### src/rtl/alu_share_arbiter.sv
// -----------------------------------------------------------------------------
// alu_share_arbiter
//
// Purpose:
//   Lets two execute-stage issue lanes share one combinational ALU. Each cycle
//   the arbiter grants at most one eligible lane, round-robin. It drives that
//   lane's operation onto the ALU and captures the ALU result into the lane's
//   one-entry response slot at the same clock edge. A lane's result is held
//   under a valid/ready handshake until the consumer takes it. A flush empties
//   both slots. A free-running counter records cycles in which both lanes
//   competed for the ALU.
//
// Ports:
//   clk, rst        clock and synchronous active-high reset
//   flush           synchronous pipeline flush (clears both response slots)
//   reqN_*          lane N request: valid/ready handshake, aluop, operands, tag
//   respN_*         lane N response slot: valid/ready, registered result, tag
//   alu_aluop/reg1/reg2   drive to the shared ALU
//   alu_result      combinational result from the shared ALU
//   conflict_cnt    count of cycles with both lanes eligible
// -----------------------------------------------------------------------------
module alu_share_arbiter #(
   parameter int         TAG_W   = 4,
   parameter logic [7:0] ALU_NOP = 8'h00
) (
   input  logic             clk,
   input  logic             rst,
   input  logic             flush,

   input  logic             req0_valid,
   output logic             req0_ready,
   input  logic [7:0]       req0_aluop,
   input  logic [31:0]      req0_reg1,
   input  logic [31:0]      req0_reg2,
   input  logic [TAG_W-1:0] req0_tag,

   input  logic             req1_valid,
   output logic             req1_ready,
   input  logic [7:0]       req1_aluop,
   input  logic [31:0]      req1_reg1,
   input  logic [31:0]      req1_reg2,
   input  logic [TAG_W-1:0] req1_tag,

   output logic             resp0_valid,
   input  logic             resp0_ready,
   output logic [31:0]      resp0_result,
   output logic [TAG_W-1:0] resp0_tag,

   output logic             resp1_valid,
   input  logic             resp1_ready,
   output logic [31:0]      resp1_result,
   output logic [TAG_W-1:0] resp1_tag,

   output logic [7:0]       alu_aluop,
   output logic [31:0]      alu_reg1,
   output logic [31:0]      alu_reg2,
   input  logic [31:0]      alu_result,

   output logic [31:0]      conflict_cnt
);

   // Lane-indexed views of the flat ports so per-lane logic can be generated.
   logic [1:0]       w_req_valid;
   logic [1:0]       w_resp_ready;
   logic [1:0]       w_resp_valid;
   logic [1:0]       w_elig;
   logic [1:0]       w_grant;
   logic [TAG_W-1:0] w_req_tag     [2];
   logic [31:0]      w_resp_result [2];
   logic [TAG_W-1:0] w_resp_tag    [2];

   logic             r_prio;
   logic [31:0]      r_conflict_cnt;

   assign w_req_valid  = {req1_valid, req0_valid};
   assign w_resp_ready = {resp1_ready, resp0_ready};
   assign w_req_tag[0] = req0_tag;
   assign w_req_tag[1] = req1_tag;

   genvar gi;
   generate
      for (gi = 0; gi < 2; gi++) begin : g_lane
         localparam logic LANE = 1'(gi);

         logic             r_valid;
         logic [31:0]      r_result;
         logic [TAG_W-1:0] r_tag;

         // A full slot can accept a new request in the same cycle it drains.
         assign w_elig[gi] = w_req_valid[gi] && (!r_valid || w_resp_ready[gi]);

         // Favoured lane wins a tie; a lone eligible lane always wins. Reset
         // and flush suppress every grant so nothing upstream is told it was
         // accepted when the result would be discarded.
         assign w_grant[gi] = !rst && !flush && w_elig[gi] &&
                              (!w_elig[1-gi] || (r_prio == LANE));

         always_ff @(posedge clk) begin
            if (rst) begin
               r_valid  <= 1'b0;
               r_result <= '0;
               r_tag    <= '0;
            end else if (flush) begin
               r_valid  <= 1'b0;
            end else if (w_grant[gi]) begin
               r_valid  <= 1'b1;
               r_result <= alu_result;
               r_tag    <= w_req_tag[gi];
            end else if (r_valid && w_resp_ready[gi]) begin
               // Data is left in place on release; only valid drops.
               r_valid  <= 1'b0;
            end
         end

         assign w_resp_valid[gi]  = r_valid;
         assign w_resp_result[gi] = r_result;
         assign w_resp_tag[gi]    = r_tag;
      end
   endgenerate

   // The last-granted lane becomes lowest priority.
   always_ff @(posedge clk) begin
      if (rst) begin
         r_prio <= 1'b0;
      end else if (flush) begin
         r_prio <= 1'b0;
      end else if (w_grant[0]) begin
         r_prio <= 1'b1;
      end else if (w_grant[1]) begin
         r_prio <= 1'b0;
      end
   end

   always_ff @(posedge clk) begin
      if (rst) begin
         r_conflict_cnt <= '0;
      end else if (w_elig[0] && w_elig[1] && !flush) begin
         r_conflict_cnt <= r_conflict_cnt + 32'd1;
      end
   end

   // ALU operand mux. When idle, drive the NOP code with zero operands so the
   // ALU settles to a known zero result instead of toggling on stale data.
   always_comb begin
      alu_aluop = ALU_NOP;
      alu_reg1  = '0;
      alu_reg2  = '0;
      if (w_grant[0]) begin
         alu_aluop = req0_aluop;
         alu_reg1  = req0_reg1;
         alu_reg2  = req0_reg2;
      end else if (w_grant[1]) begin
         alu_aluop = req1_aluop;
         alu_reg1  = req1_reg1;
         alu_reg2  = req1_reg2;
      end
   end

   assign req0_ready   = w_grant[0];
   assign req1_ready   = w_grant[1];
   assign resp0_valid  = w_resp_valid[0];
   assign resp1_valid  = w_resp_valid[1];
   assign resp0_result = w_resp_result[0];
   assign resp1_result = w_resp_result[1];
   assign resp0_tag    = w_resp_tag[0];
   assign resp1_tag    = w_resp_tag[1];
   assign conflict_cnt = r_conflict_cnt;

endmodule

### config.mk
export PLATFORM = sky130hd
export DESIGN_NAME = alu_share_arbiter
export DESIGN_NICKNAME = d
export VERILOG_FILES = /design/src/rtl/alu_share_arbiter.sv
export SDC_FILE = /design/constraint.sdc
export NUM_CORES = 1
export LEC_CHECK = 0
export CAP_MARGIN = 20
export CORE_AREA = 3 3 142 144
export CTS_CLUSTER_DIAMETER = 30
export CTS_CLUSTER_SIZE = 24
export DETAILED_ROUTE_END_ITERATION = 10
export DIE_AREA = 0 0 145 147
export GPL_ROUTABILITY_DRIVEN = 0
export PLACE_DENSITY = 0.66
export SETUP_SLACK_MARGIN = 0.1
export SLEW_MARGIN = 10
export SYNTH_ARGS = -nofsm -noshare
export SYNTH_HDL_FRONTEND = slang
export SYNTH_SLANG_ARGS = --single-unit
### constraint.sdc
create_clock -name clk -period 3.98 [get_ports clk]
set_clock_uncertainty 0.1 [all_clocks]
set_input_delay 0.597 -clock clk [delete_from_list [all_inputs] [get_ports clk]]
set_output_delay 0.597 -clock clk [all_outputs]
set_load 0.05 [all_outputs]
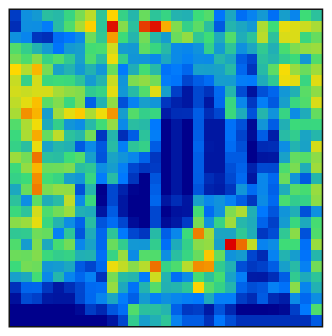
**Above:** wire density map.
The die is cut into 29 by 29 equal tiles; dark blue is low, red is high, scaled to the fullest tile. Values are wire area over tile area, all layers added.
The emptiest ninth of the die: centre. The mean over all tiles is 0.21. 5.7% of the tiles are nearly empty. 25% of the tiles are over half the peak.

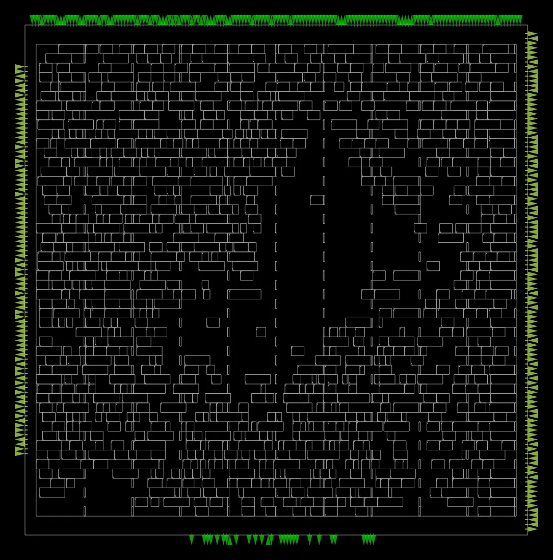
**Above:** cell placement.
TAP cells: 260
registers: 107
Post-Route Utilization: 54.7%

==> GITHUB_STEP_SUMMARY <==
## Synthesis and layout report

| Metric | Value |
|---|---|
| Clock Power Share | `about a third` |
| Final hold violation count | `0` |
| Setup violators final | `0` |
| Maximum vdd drop | `0.233 mV` |
| Critical path arrival | `2.58 ns` |
| Mean Syn Cell Area | `~9.0 sq um` |
| Startpoint types | `input port` |
| Min-delay src | `resp1_result[11]` |
| Most used logic cell in the final layout | `clkdlybuf4s50_1` |
| Yosys Instances | `about 590` |
| Critical path's slowest cell | `clkdlybuf4s50_1` |
| CTS max path bufs | `2` |
| Fraction of layout cells with a size suffix above 1 | `around 18%` |
| WL per Instance | `22.2 um` |
| Top cell type by total area after synthesis | `dfxtp_1` |
| RSZ-0062 raised after global routing | `false` |
| R2R depth | `4` |
| # fillers | `1684` |
| Post-CTS Repair Setup Buffers | `0` |
| Pre-Repair DR Iteration Count | `5` |
| Main logic family | `AND-OR/OR-AND gates` |
| Largest net degree at the start of global routing | `about 70` |
| First-pass GRT wire length | `38.7 mm` |
| Area Growth Syn to Fin | `93.7%` |
| Post-synth cell types | `36` |
| DRC | `0` |
| Pwr Total | `2.88 mW` |
| Tot GR Track Use | `between 20% and 30%` |
| Final slew viol count | `0` |
| Largest stage delay, worst path | `0.44 ns` |
| Switching share of power | `29.8%` |
| Post-synth top flop | `dfxtp_1` |
| Antenna violations before repair | `11` |
| Mux frac, synth | `around an eighth` |
| Hold path endpoint | `resp1_result[11]` |
| FP Util | `about 28%` |
| Tool Warnings | `26` |
| Critical path class | `in2out` |
| Power density cells | `280 nW/um^2` |
| Number of max-cap violations | `0` |
| Hold path cells | `2` |
| Die Span X | `145 um` |
| Gate power share | `between 20% and 30%` |
| Required @ worst endpoint | `3.28 ns` |
| CTS H-Tree Depth | `3` |
| Die height | `147 um` |
| Capturing point of the worst reg2reg path | `conflict_cnt[27]` |
| Number of flops mapped to enable cells by yosys | `0` |
| AO/OA Area Share | `21.6%` |
| Gr ovfl total | `0` |
| CP max FO | `40` |
| DRT iter0 DRCs | `368` |
| Vias in the first global route | `5839` |
| Synthesis Warnings | `0` |
| Final min period | `3.28 ns` |
| Die area | `21300 sq um` |
| Flop pwr share | `38.8%` |
| Hold Crit Class | `reg2reg` |
| Status | `completed` |
| FF-to-FF Start | `conflict_cnt[3]` |
| CP endpoint kind | `output pin` |
| Rows | `50` |
| Int Power | `2.02 mW` |
| Placeable Area | `18800 sq um` |
| IO Pins | `371` |
| Post-Syn Instances | `592` |
| Relative slew slack | `44.9%` |
| PostCTS Resize Cnt | `0` |
| Adders+Majority by Area | `0.235%` |
| Number of routed nets with antenna violations | `0` |
| CTS Buf Count | `9` |
| Via/cell ratio | `5.03` |
| Syn Std Cell Area | `5310 sq um` |
| Switching power | `~0.86 mW` |
| Most used cell, CP | `buf_12` |
| Clk root buf | `clkbuf_16` |
| Post-Route WL | `26.6 mm` |
| Worst Tran Pin Value | `0.823 ns` |
| Via Count | `6027` |
| Fraction of registers with async set or reset after synthesis | `0%` |
| Top post-synthesis cells by area | `dfxtp_1 (40%), a22o_1 (12%), mux2_2 (11%), nor2b_1 (6.8%), nand3_1 (4.6%)` |
| DP HPWL | `21.1 mm` |
| XOR Share, Synth | `0.165%` |
| Most frequent cells in the layout | `clkdlybuf4s50_1 (295), dfxtp_1 (107), buf_12 (76)` |
| Post-layout nets | `1120` |
-- how the worst max path moves through the flow --
| stage | start | to | slack [ns] | cells past startpoint |
|---|---|---|---|---|
| detailed placement | flush | alu_aluop[6] | 0.71 | 7 |
| floorplan | rst | alu_aluop[0] | 0.92 | 7 |
| finish | flush | alu_aluop[4] | 0.70 | 7 |
| global route | flush | alu_aluop[0] | 0.58 | 7 |
| global placement | flush | alu_reg2[23] | 0.75 | 7 |
| CTS | flush | alu_aluop[6] | 0.72 | 7 |
-- synth_stat cells, types with 5 or more instances --
cell type / n
o31ai_1: 9
nor2_1: 23
o21ai_0: 38
mux2_2: 53
clkbuf_1: 37
nor4_1: 19
or4_1: 10
nor2b_1: 58
nand3_1: 49
a22o_1: 72
nand4_1: 6
nand2_1: 10
dfxtp_1: 107
a21oi_1: 48
buf_2: 17
inv_1: 5
-- worst max-delay path, delay by kind of cell --
kind	cells	cell delay, ns
and+or+nand+nor	2	0.72
buffers and inverters	3	0.84
AOI/OAI and AO/OA	2	0.41
-- cells by family after synthesis --
family | Yosys count
fa+ha+maj | 1
xor+xnor | 1
simple gates | 194
compound gates | 170
flops | 107
mux | 56
buf+inv | 63
-- flip-flops by register name, summed over array words and instances (netlist names) --
signal        flops
r_prio            1
resp0_result     32
resp0_tag         4
conflict_cnt     32
resp1_valid       1
resp1_result     32
resp0_valid       1
resp1_tag         4
-- power groups by stage --
stage	clock, mW	sequential [mW]	combinational [mW]
after floorplan	0	1.25	0.269
after global placement	0	1.14	0.843
after detailed placement	0	1.14	0.845
after CTS	0.943	1.12	0.848
after global routing	0.983	1.12	0.878
final	0.918	1.12	0.844
-- metrics by stage --
step,hold slack (ns),area [sq um],std cells,setup slack (ns),util (%)
floorplan,0.394,5310,592,0.919,-
global placement,0.360,9970,1177,0.754,53.0
detailed placement,0.367,9970,1177,0.714,53.0
CTS,0.376,10300,1193,0.715,54.6
global route,0.398,10300,1198,0.579,54.7
finish,0.375,10300,1198,0.701,54.7
-- layout make-up --
type	count	area, sq um	share of cell area [%]
antenna	5	12.5	0.122
clock buffer	11	243	2.36
clock inverter	5	62.6	0.608
inverter	5	18.8	0.182
multi-input combinational	422	2920	28.4
sequential	107	2140	20.8
tap	260	325	3.16
timing repair buffer	383	4560	44.3
-- layer usage --
metal | vias to the layer above | track usage (%) | share of wire (%)
met2 | 285 | 39.9 | 49
met3 | 30 | 9.38 | 9.5
met4 | 6 | 7.84 | 2.4
met1 | 2840 | 28.2 | 39
li1 | 2866 | - | -
met5 | - | 0 | 0.17
No activity file was given, so power comes from the tool's default toggle rates.
